<file path="src/rtl/ps2_rx_fifo.sv">
// ps2_rx_fifo: filtered PS/2 device-to-host receiver feeding a first-word-fall-through byte FIFO.
module ps2_rx_fifo #(
  parameter int FILTER_LEN  = 8,
  parameter int TIMEOUT_CYC = 100000,
  parameter int FIFO_DEPTH  = 16,
  parameter bit PARITY_EN   = 1'b1
) (
  input  logic                            clk,
  input  logic                            Locked,
  input  logic                            ps2_clk,
  input  logic                            ps2_data,
  output logic [7:0]                      rx_data,
  output logic                            rx_valid,
  input  logic                            rx_ready,
  output logic [$clog2(FIFO_DEPTH+1)-1:0] fifo_count,
  output logic                            parity_err,
  output logic                            frame_err,
  output logic                            overflow,
  output logic [1:0]                      state
);
  localparam int CW = $clog2(FIFO_DEPTH + 1);
  localparam int AW = $clog2(FIFO_DEPTH);
  localparam int TW = $clog2(TIMEOUT_CYC + 1);
  localparam logic [7:0] FL_MAX = 8'(FILTER_LEN - 1);
  localparam logic [TW-1:0] TO_MAX = TW'(TIMEOUT_CYC - 1);
  typedef enum logic [1:0] {IDLE, DATA, PARITY, STOP} state_t;
  state_t st;
  logic [1:0] rsync, s1, s2, filt;
  logic [7:0] fcnt [2];
  logic rst_n, clk_q, strobe, bit_in, push, wr, pop, full;
  logic [2:0] bit_cnt;
  logic [7:0] shreg;
  logic par;
  logic [TW-1:0] to_cnt;
  logic [AW-1:0] wr_ptr, rd_ptr;
  logic [7:0] mem [FIFO_DEPTH];
  // reset asserts immediately but leaves reset only after two clean clk edges
  always_ff @(posedge clk or negedge Locked)
    if (!Locked) rsync <= 2'b00;
    else rsync <= {rsync[0], 1'b1};
  assign rst_n = rsync[1];
  // bit 0 = ps2_clk, bit 1 = ps2_data
  always_ff @(posedge clk or negedge rst_n)
    if (!rst_n) begin
      s1 <= 2'b11;
      s2 <= 2'b11;
      filt <= 2'b11;
      fcnt[0] <= '0;
      fcnt[1] <= '0;
      clk_q <= 1'b1;
    end else begin
      s1 <= {ps2_data, ps2_clk};
      s2 <= s1;
      clk_q <= filt[0];
      for (int k = 0; k < 2; k++)
        if (s2[k] == filt[k]) fcnt[k] <= '0;
        else if (fcnt[k] == FL_MAX) begin
          filt[k] <= s2[k];
          fcnt[k] <= '0;
        end else fcnt[k] <= fcnt[k] + 8'd1;
    end
  assign strobe = clk_q & ~filt[0];
  assign bit_in = filt[1];
  assign state = st;
  assign push = strobe && st == STOP && bit_in && (!PARITY_EN || ^{shreg, par});
  always_ff @(posedge clk or negedge rst_n)
    if (!rst_n) begin
      st <= IDLE;
      bit_cnt <= '0;
      shreg <= '0;
      par <= 1'b0;
      to_cnt <= '0;
      parity_err <= 1'b0;
      frame_err <= 1'b0;
    end else begin
      parity_err <= 1'b0;
      frame_err <= 1'b0;
      to_cnt <= (strobe || st == IDLE) ? '0 : to_cnt + 1'b1;
      if (strobe)
        case (st)
          IDLE: if (!bit_in) begin
            st <= DATA;
            bit_cnt <= '0;
          end
          DATA: begin
            shreg <= {bit_in, shreg[7:1]};
            bit_cnt <= bit_cnt + 3'd1;
            if (bit_cnt == 3'd7) st <= PARITY;
          end
          PARITY: begin
            par <= bit_in;
            st <= STOP;
          end
          STOP: begin
            st <= IDLE;
            frame_err <= !bit_in;
            parity_err <= bit_in && PARITY_EN && !(^{shreg, par});
          end
        endcase
      else if (st != IDLE && to_cnt == TO_MAX) begin
        st <= IDLE;
        frame_err <= 1'b1;
      end
    end
  assign full = fifo_count == CW'(FIFO_DEPTH);
  assign rx_valid = fifo_count != '0;
  assign pop = rx_valid & rx_ready;
  assign wr = push & (!full | pop);
  assign rx_data = rx_valid ? mem[rd_ptr] : 8'h00;
  always_ff @(posedge clk or negedge rst_n)
    if (!rst_n) begin
      wr_ptr <= '0;
      rd_ptr <= '0;
      fifo_count <= '0;
      overflow <= 1'b0;
    end else begin
      wr_ptr <= wr_ptr + AW'(wr);
      rd_ptr <= rd_ptr + AW'(pop);
      fifo_count <= fifo_count + CW'(wr) - CW'(pop);
      overflow <= push & full & !pop;
    end
  always_ff @(posedge clk)
    if (wr) mem[wr_ptr] <= shreg;
endmodule

</file>
<file path="config.mk">
export PLATFORM = sky130hd
export DESIGN_NAME = ps2_rx_fifo
export DESIGN_NICKNAME = d
export VERILOG_FILES = /design/src/rtl/ps2_rx_fifo.sv
export SDC_FILE = /design/constraint.sdc
export NUM_CORES = 1
export LEC_CHECK = 0
export CAP_MARGIN = 20
export CORE_MARGIN = 5
export CORE_UTILIZATION = 45
export DETAILED_ROUTE_END_ITERATION = 12
export GPL_ROUTABILITY_DRIVEN = 0
export MAX_ROUTING_LAYER = met4
export PLACE_DENSITY = 0.62
export SLEW_MARGIN = 20
export SYNTH_ARGS = -nofsm -noshare
export SYNTH_HDL_FRONTEND = slang
export SYNTH_SLANG_ARGS = --single-unit
</file>
<file path="constraint.sdc">
create_clock -name clk -period 3.6 [get_ports clk]
set_clock_uncertainty 0.05 [all_clocks]
set_input_delay 0.72 -clock clk [delete_from_list [all_inputs] [get_ports clk]]
set_output_delay 0.72 -clock clk [all_outputs]
set_load 0.1 [all_outputs]
</file>
Figure 1. Track usage over the die.
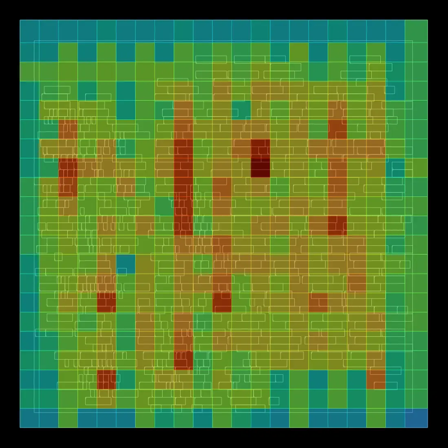
global-route met2 utilization: 25.1%
Util after Layout: 53.7%
GRT Total Usage: 15.6%
routing usage on met3: 3.38%

Figure 2. The metal 2 layer.
Drawn at 2 px/micron.
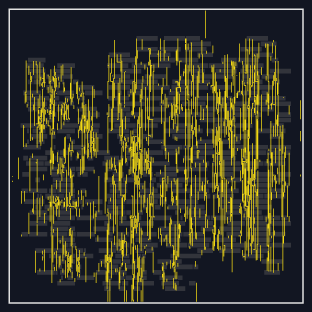
nets with wire on the layer: 502
share of all routed wire: 51%
via count: 4324
Routed WL: 15.2 mm

Figure 3. Where the registers sit.
Drawn at 3 px/micron. Other sequential cells in the stronger grey, the rest of the logic in the fainter grey.
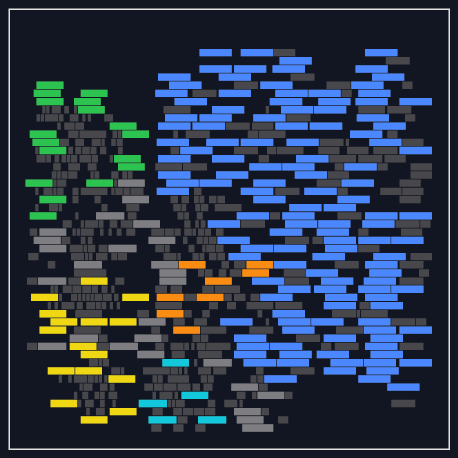
legend:
  orange:
    name_in_the_netlist: shreg
    flops: 8
  cyan:
    name_in_the_netlist: fifo_count
    flops: 5
  green:
    name_in_the_netlist: to_cnt
    flops: 17
    where: top left
  yellow:
    name_in_the_netlist: fcnt
    flops: 16
    where: bottom left
  blue:
    name_in_the_netlist: mem
    flops: 128
not coloured: 26
flop share of the area: 58.3%
register area: 0.00566 sq mm
sequential power: 2.70 mW

==> impl_metrics.toml <==
# physical design summary
[job]
tool_warnings = 30

[global_routing]
use_met1_pct = 20.1
grt_busiest_layer = "met2"

[synthesis]
postSynth.asyncResetShare_pct = 36.0
ys.warnings.count = 0
area_leaders = "edfxtp_1 46%, dfrtp_1 20%, mux4_2 8.6%"
yosysCellCount = 513
synth_cell_type_count = 51
synth_top_area_share_pct = 46.1
ys_top_cells_by_count = "128 x edfxtp_1, 65 x dfrtp_1, 38 x nor2_1, 32 x mux4_2, 20 x xnor2_1"
synthFlopType = "edfxtp_1"

[die]
ioPinCount = 24
die_w_microns = 146

[power]
leakage_nw = 3.59

[layout]
fill_cells = 1426
area_growth_pct = 16.5

[clock_tree]
cts_buffers = 17
cts_resized = 0
holdBufCountCts = 0

[critical_path]
critPathRequiredTime_ns = 2.83
endpoint_kind = "output pin"
path_class = "reg -> out"

[outcome]
outcome = "finished clean"

[place]
dp_hpwl_mm = 9.74

[detailed_routing]
drtAntennaViolNets = 0

[final_timing]
fin_crit_sh_pct = 92.3
==> cells in the final DEF (no fill, tap or decap), drive strengths merged, types with 2 or more instances in the layout <==
master	count
edfxtp	128
clkbuf	19
nand3	14
and2	2
a31o	2
mux2	12
xnor3	2
clkinv	8
nor3	13
nor2	38
dfstp	7
nand2b	8
o21ai	5
mux2i	17
ha	19
nand4	7
nor2b	3
xor2	17
dfrtp	65
nand2	18
a22o	2
or3	4
or2	2
clkdlybuf4s50	12
and4	2
and3	3
mux4	32
o22ai	8
inv	16
a211oi	2
nor4	8
xnor2	20
buf	36
or4	5
a21oi	7
==> layer usage <==
layer | vias up | wire, microns | share of wire, %
met4 | 0 | 199 | 1.3
met2 | 69 | 7700 | 51
met1 | 2210 | 6770 | 45
li1 | 2031 | - | -
met5 | - | 0 | 0
met3 | 14 | 502 | 3.3
==> stage by stage <==
step                hold WS (ns)  setup slack, ns  instances
floorplan                  0.281           0.0939        513
global placement           0.287            0.373        770
detailed placement         0.289            0.321        770
CTS                        0.309            0.194        802
global route               0.315           0.0393        802
finish                     0.298            0.278        802
==> worst max-delay path, cell delays in order, from the launching register on <==
cell      delay, ns
dfrtp_2        0.42
inv_1          0.08
ha_1           0.13
nor3b_1        0.53
nand2b_2       0.17
nand2_2        0.43
o22ai_4        0.15
buf_12         0.20
==> logic make-up (layout without fill, tap and decap cells) <==
logic type / Yosys count / after routing / share of synthesized area, %
other: 1 / 1 / 0.0450
AND-OR/OR-AND: 29 / 29 / 2.25
adder cells (fa/ha/maj): 20 / 20 / 3.09
flip-flops: 200 / 200 / 67.8
AND/OR/NAND/NOR: 130 / 130 / 8.01
buffers and inverters: 32 / 92 / 1.62
XOR/XNOR: 40 / 40 / 4.73
multiplexers: 61 / 61 / 12.5
==> report_power, final <==
part	internal [mW]	total, mW	switching, mW
Clock	0.965	1.80	0.836
Sequential	2.55	2.70	0.149
Combinational	0.760	2.02	1.26
Total	4.28	6.53	2.25
==> area by class of cell <==
| type | instances | area share [%] |
|---|---|---|
| Clock buffer | 19 | 4.45 |
| Clock inverter | 13 | 1.26 |
| Inverter | 12 | 0.463 |
| Multi-Input combinational cell | 281 | 27.4 |
| Sequential cell | 200 | 58.3 |
| Tap cell | 229 | 2.95 |
| Timing Repair Buffer | 48 | 5.18 |
==> sequential cells by signal, indices dropped and copies added, names as in the netlist <==
| register | cells |
|---|---|
| mem | 128 |
| to_cnt | 17 |
| fcnt | 16 |
| shreg | 8 |
| fifo_count | 5 |
| rd_ptr | 4 |
| wr_ptr | 4 |
| bit_cnt | 3 |
| filt | 2 |
| rsync | 2 |
| s1 | 2 |
| s2 | 2 |
| state | 2 |
| clk_q | 1 |
| frame_err | 1 |
| overflow | 1 |
| par | 1 |
| parity_err | 1 |
==> path summary, 6_finish.rpt <==
check                                 to  depth (start not counted)  slack (ns)          start
max reg2reg                fifo_count[4]                         11        0.42       shreg[4]
min in group clk                   s2[1]                          0        0.31          s1[1]
max                           rx_data[6]                          7        0.28  fifo_count[3]
max in group asynchronous        filt[0]                          1        2.40       rsync[1]
min reg2reg                    rd_ptr[1]                          0        0.30       rsync[1]
min                            rd_ptr[1]                          0        0.30       rsync[1]
Power figures rest on the tool's default switching activity, not on a simulated workload.
